===== src/rtl/ps2_rx_fifo.sv =====
// PS/2 keyboard receiver: synchronise, deglitch, deframe, and buffer scancodes in a show-ahead FIFO.
// Optional PS2_PREFIX_DECODE_EN folds E0/F0 prefixes into the ext/release bits of the next code.
module ps2_rx_fifo #(
  parameter int CLK_FREQ_HZ = 10_000_000,
  parameter int FIFO_DEPTH  = 8,
  parameter int FILTER_LEN  = 4,
  parameter int TIMEOUT_US  = 2000
) (
  input  logic                          clk_i,
  input  logic                          rst_i,
  input  logic                          kclk_i,
  input  logic                          kdata_i,
  input  logic                          rd_en_i,
  input  logic                          clr_err_i,
  output logic [9:0]                    data_o,
  output logic                          valid_o,
  output logic                          full_o,
  output logic [$clog2(FIFO_DEPTH+1)-1:0] count_o,
  output logic                          err_parity_o,
  output logic                          err_frame_o,
  output logic                          err_overflow_o
);
  localparam int CW     = $clog2(FIFO_DEPTH+1);
  localparam int PW     = $clog2(FIFO_DEPTH);
  localparam int FW     = $clog2(FILTER_LEN+1);
  localparam int TO_CYC = CLK_FREQ_HZ / 1_000_000 * TIMEOUT_US;
  localparam int TW     = $clog2(TO_CYC+1);

  localparam logic [1:0] S_IDLE  = 2'd0;
  localparam logic [1:0] S_RECV  = 2'd1;
  localparam logic [1:0] S_CHECK = 2'd2;

  logic kclk_s1_q, kclk_s2_q, kdata_s1_q, kdata_s2_q;
  logic filt_q, filt_prev_q;
  logic [FW-1:0] fcnt_q;
  logic strobe;

  always_ff @(posedge clk_i) begin
    if (rst_i) begin
      kclk_s1_q  <= 1'b1;
      kclk_s2_q  <= 1'b1;
      kdata_s1_q <= 1'b1;
      kdata_s2_q <= 1'b1;
    end else begin
      kclk_s1_q  <= kclk_i;
      kclk_s2_q  <= kclk_s1_q;
      kdata_s1_q <= kdata_i;
      kdata_s2_q <= kdata_s1_q;
    end
  end

  // Filtered clock flips only after FILTER_LEN consecutive samples disagree with it.
  always_ff @(posedge clk_i) begin
    if (rst_i) begin
      filt_q      <= 1'b1;
      filt_prev_q <= 1'b1;
      fcnt_q      <= '0;
    end else begin
      filt_prev_q <= filt_q;
      if (kclk_s2_q == filt_q) begin
        fcnt_q <= '0;
      end else if (fcnt_q == FW'(FILTER_LEN-1)) begin
        filt_q <= kclk_s2_q;
        fcnt_q <= '0;
      end else begin
        fcnt_q <= fcnt_q + 1'b1;
      end
    end
  end

  assign strobe = filt_prev_q & ~filt_q;

  logic [1:0]    state_q, state_d;
  logic [3:0]    bitcnt_q, bitcnt_d;
  logic [9:0]    sr_q, sr_d;
  logic [TW-1:0] to_q, to_d;
  logic          to_hit;

  always_comb begin
    state_d  = state_q;
    bitcnt_d = bitcnt_q;
    sr_d     = sr_q;
    to_d     = '0;
    to_hit   = 1'b0;
    case (state_q)
      S_IDLE: if (strobe && !kdata_s2_q) begin
        state_d  = S_RECV;
        bitcnt_d = 4'd1;
      end
      S_RECV: begin
        if (strobe) begin
          sr_d     = {kdata_s2_q, sr_q[9:1]};
          bitcnt_d = bitcnt_q + 4'd1;
          if (bitcnt_q == 4'd10) state_d = S_CHECK;
        end else if (to_q == TW'(TO_CYC-1)) begin
          to_hit  = 1'b1;
          state_d = S_IDLE;
        end else begin
          to_d = to_q + 1'b1;
        end
      end
      default: state_d = S_IDLE;
    endcase
  end

  always_ff @(posedge clk_i) begin
    if (rst_i) begin
      state_q  <= S_IDLE;
      bitcnt_q <= '0;
      sr_q     <= '0;
      to_q     <= '0;
    end else begin
      state_q  <= state_d;
      bitcnt_q <= bitcnt_d;
      sr_q     <= sr_d;
      to_q     <= to_d;
    end
  end

  // After ten shifts: sr_q[9]=stop, sr_q[8]=parity, sr_q[7:0]=code.
  logic       in_check, frame_bad, par_bad, good, push_w;
  logic [7:0] code;
  logic [9:0] push_data;

  assign in_check  = (state_q == S_CHECK);
  assign code      = sr_q[7:0];
  assign frame_bad = in_check & ~sr_q[9];
  assign par_bad   = in_check & sr_q[9] & ~(^sr_q[8:0]);
  assign good      = in_check & sr_q[9] & (^sr_q[8:0]);

`ifdef PS2_PREFIX_DECODE_EN
  logic ext_q, ext_d, rel_q, rel_d, is_e0, is_f0;
  assign is_e0     = (code == 8'hE0);
  assign is_f0     = (code == 8'hF0);
  assign push_w    = good & ~is_e0 & ~is_f0;
  assign push_data = {ext_q, rel_q, code};

  always_comb begin
    ext_d = ext_q;
    rel_d = rel_q;
    if (frame_bad || par_bad || to_hit) begin
      ext_d = 1'b0;
      rel_d = 1'b0;
    end else if (good) begin
      if (is_e0)      ext_d = 1'b1;
      else if (is_f0) rel_d = 1'b1;
      else begin
        ext_d = 1'b0;
        rel_d = 1'b0;
      end
    end
  end

  always_ff @(posedge clk_i) begin
    if (rst_i) begin
      ext_q <= 1'b0;
      rel_q <= 1'b0;
    end else begin
      ext_q <= ext_d;
      rel_q <= rel_d;
    end
  end
`else
  assign push_w    = good;
  assign push_data = {2'b00, code};
`endif

  logic [9:0]    mem_q [FIFO_DEPTH];
  logic [PW-1:0] wptr_q, rptr_q;
  logic [CW-1:0] count_q;
  logic          empty, full, pop, wr, ovf;

  assign empty = (count_q == '0);
  assign full  = (count_q == CW'(FIFO_DEPTH));
  assign pop   = rd_en_i & ~empty;
  assign wr    = push_w & (~full | pop);
  assign ovf   = push_w & full & ~pop;

  always_ff @(posedge clk_i) begin
    if (wr) mem_q[wptr_q] <= push_data;
  end

  always_ff @(posedge clk_i) begin
    if (rst_i) begin
      wptr_q  <= '0;
      rptr_q  <= '0;
      count_q <= '0;
    end else begin
      if (wr)  wptr_q <= wptr_q + 1'b1;
      if (pop) rptr_q <= rptr_q + 1'b1;
      case ({wr, pop})
        2'b10:   count_q <= count_q + 1'b1;
        2'b01:   count_q <= count_q - 1'b1;
        default: count_q <= count_q;
      endcase
    end
  end

  // A new error event in the clearing cycle wins over the clear.
  logic perr_q, ferr_q, oerr_q;
  always_ff @(posedge clk_i) begin
    if (rst_i) begin
      perr_q <= 1'b0;
      ferr_q <= 1'b0;
      oerr_q <= 1'b0;
    end else begin
      perr_q <= (perr_q & ~clr_err_i) | par_bad;
      ferr_q <= (ferr_q & ~clr_err_i) | frame_bad | to_hit;
      oerr_q <= (oerr_q & ~clr_err_i) | ovf;
    end
  end

  assign data_o         = empty ? 10'd0 : mem_q[rptr_q];
  assign valid_o        = ~empty;
  assign full_o         = full;
  assign count_o        = count_q;
  assign err_parity_o   = perr_q;
  assign err_frame_o    = ferr_q;
  assign err_overflow_o = oerr_q;
endmodule


===== config.mk =====
export PLATFORM = sky130hd
export DESIGN_NAME = ps2_rx_fifo
export DESIGN_NICKNAME = d
export VERILOG_FILES = /design/src/rtl/ps2_rx_fifo.sv
export SDC_FILE = /design/constraint.sdc
export NUM_CORES = 1
export LEC_CHECK = 0
export ABC_CLOCK_PERIOD_IN_PS = 4200
export CORE_MARGIN = 8
export CORE_UTILIZATION = 49
export CTS_CLUSTER_SIZE = 8
export DETAILED_ROUTE_END_ITERATION = 10
export HOLD_SLACK_MARGIN = 0.06
export PLACE_DENSITY = 0.67
export REMOVE_ABC_BUFFERS = 1
export SLEW_MARGIN = 10
export SYNTH_ARGS = -nofsm -noshare
export SYNTH_HDL_FRONTEND = slang
export SYNTH_SLANG_ARGS = --single-unit

===== constraint.sdc =====
create_clock -name clk_i -period 4.2 [get_ports clk_i]
set_clock_uncertainty 0.15 [all_clocks]
set_input_delay 0.84 -clock clk_i [delete_from_list [all_inputs] [get_ports clk_i]]
set_output_delay 0.84 -clock clk_i [all_outputs]
set_load 0.05 [all_outputs]

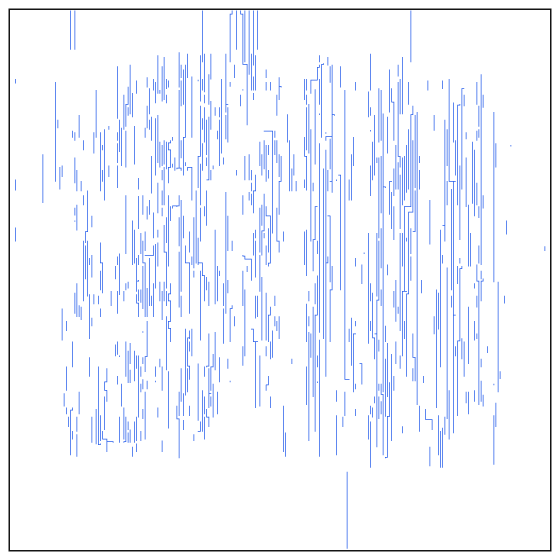
*Signal wires on met2*
wire length on this layer = 4470 um
share of all routed wire = 51%
nets with wire on the layer = 352
main direction = vertical

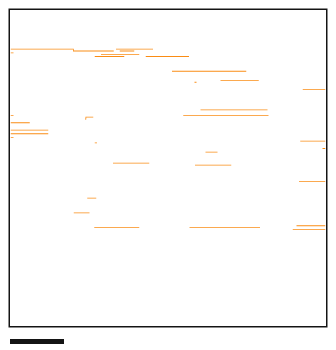
*M3 wires*
The bar under the picture is 20 um long.
main direction = horizontal
nets with wire on the layer = 23
longest straight run = 31.3 um

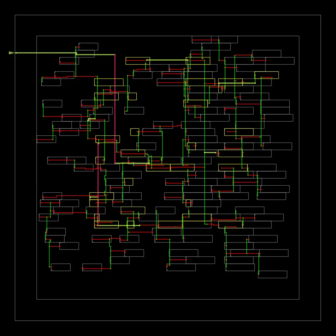
*Clock routing*
Flops: 120
CTS Sinks: 120

==> run_results.csv <==
group,metric,value,unit
run_status,status,"finished clean",
final_layout,mostFrequentLayoutCells,"64 x edfxtp_1, 56 x dfxtp_1, 43 x nor2_1, 34 x nand2_1, 22 x clkdlybuf4s50_1",
critical_path,critPathKind,"flop to primary output",
critical_path,setup.worst_path.end,"data_o[2]",
final_layout,final_core_utilization,59.5,%
final_layout,antenna_cells,0,
final_layout,clkCellAreaFrac,10.6,%
clocking,insertion_delay,0.51,ns
routing,vias_per_cell,5.17,
yosys,synth.most_common_cell,"edfxtp_1",
clocking,cts_tree,"done",
yosys,xor_area_share,4.67,%
final_timing,layout_setup_ws,0.549,ns
global_routing,grt-busiest-layer,"met2",
pwr,vdd_ir_drop_max,0.381,mV
final_layout,layout-drive-gt1-share,16.7,%
global_routing,grt_pass1_vias,2925,
routing,drcViolationCount,0,
pwr,power.density,557,nW/um2
clocking,clockBufferDepth,2,
final_timing,period_minus_slack,3.65,ns
yosys,ys_sh_simple,14.6,%
final_timing,worst_slew_pin_slew,0.748,ns
final_timing,tns,0,ns
critical_path,cp.depth,4,
final_layout,top_register,"mem_q",
yosys,synthMuxAreaShare,11.4,%
run,drv_cap,0,
run,warnings,26,
final_layout,fin_area,6000,um2
final_layout,largestClassByArea,"flip-flops and latches",
final_timing,hold_viol,0,
critical_path,crit_arrival,2.66,ns
pwr,combPwrFrac,15.8,%
critical_path,cp_top_family,"flip-flops",
final_layout,comb_area,1830,um2
placed_design,placed_area,5360,um2
final_timing,rsz0062_at_grt,"false",
global_routing,grt_first_pass_wirelength,14700,um
placed_design,hpwl,5720,um
hold_path,holdPathEnd,"kdata_s2_q",
pwr,p_switching,0.863,mW
yosys,yosys_area,4980,um2
clocking,clkSlewWorstSetupHoldPaths,0.06,ns
yosys,topCellsByArea,"edfxtp_1 39%, dfxtp_1 23%, mux4_2 7.2%, nor2_1 3.2%, mux2i_1 2.8%",
global_routing,use_met3,4.41,%
final_layout,clkbuf_count,18,
routing,wl,8850,um
clocking,post_cts_resized,0,
hold_path,hold_path.class,"flop to flop",
routing,detail_route.wl_per_cell,15.4,um
yosys,compound_area_share,3.92,%
pwr,powerClk,1.55,mW
clocking,htreeDepth,4,
yosys,adder_share,2.01,%
routing,via_count,2961,
floorplan,rows,37,
floorplan,fp_util,49.3,%
final_layout,fillers,841,
placed_design,gp_congestion,0.748,
yosys,syn_area_per_cell,12.9,um2
critical_path,crit_chain,"mux4_2, mux2i_1, nor2_1, clkdlybuf4s50_1",
hold_path,min_from,"kdata_s1_q",
yosys,ys_cells,387,
final_timing,slew_violations,0,
floorplan,core_area,10100,um2
clocking,post_cts_buffers,0,
yosys,top_cell_area_share,38.6,%
clocking,cts_hold_buf,0,
final_layout,signal_buffers,32,
pwr,netSwitchingFraction,25.8,%
pwr,p_seq,1.27,mW
final_layout,reg.largest.list,"mem_q: 64 flops, to_q: 15 flops, sr_q: 10 flops",
global_routing,met1_usage,16.9,%
final_timing,slew_headroom,50.1,%
global_routing,antenna_found_initial,0,
routing,drt_iter0_drc,108,
final_timing,hold_ws,0.256,ns
critical_path,slowest_delay,0.80,ns
final_layout,final-nonclk-buf-share,4.92,%
Power is estimated from default activity; no workload was simulated.
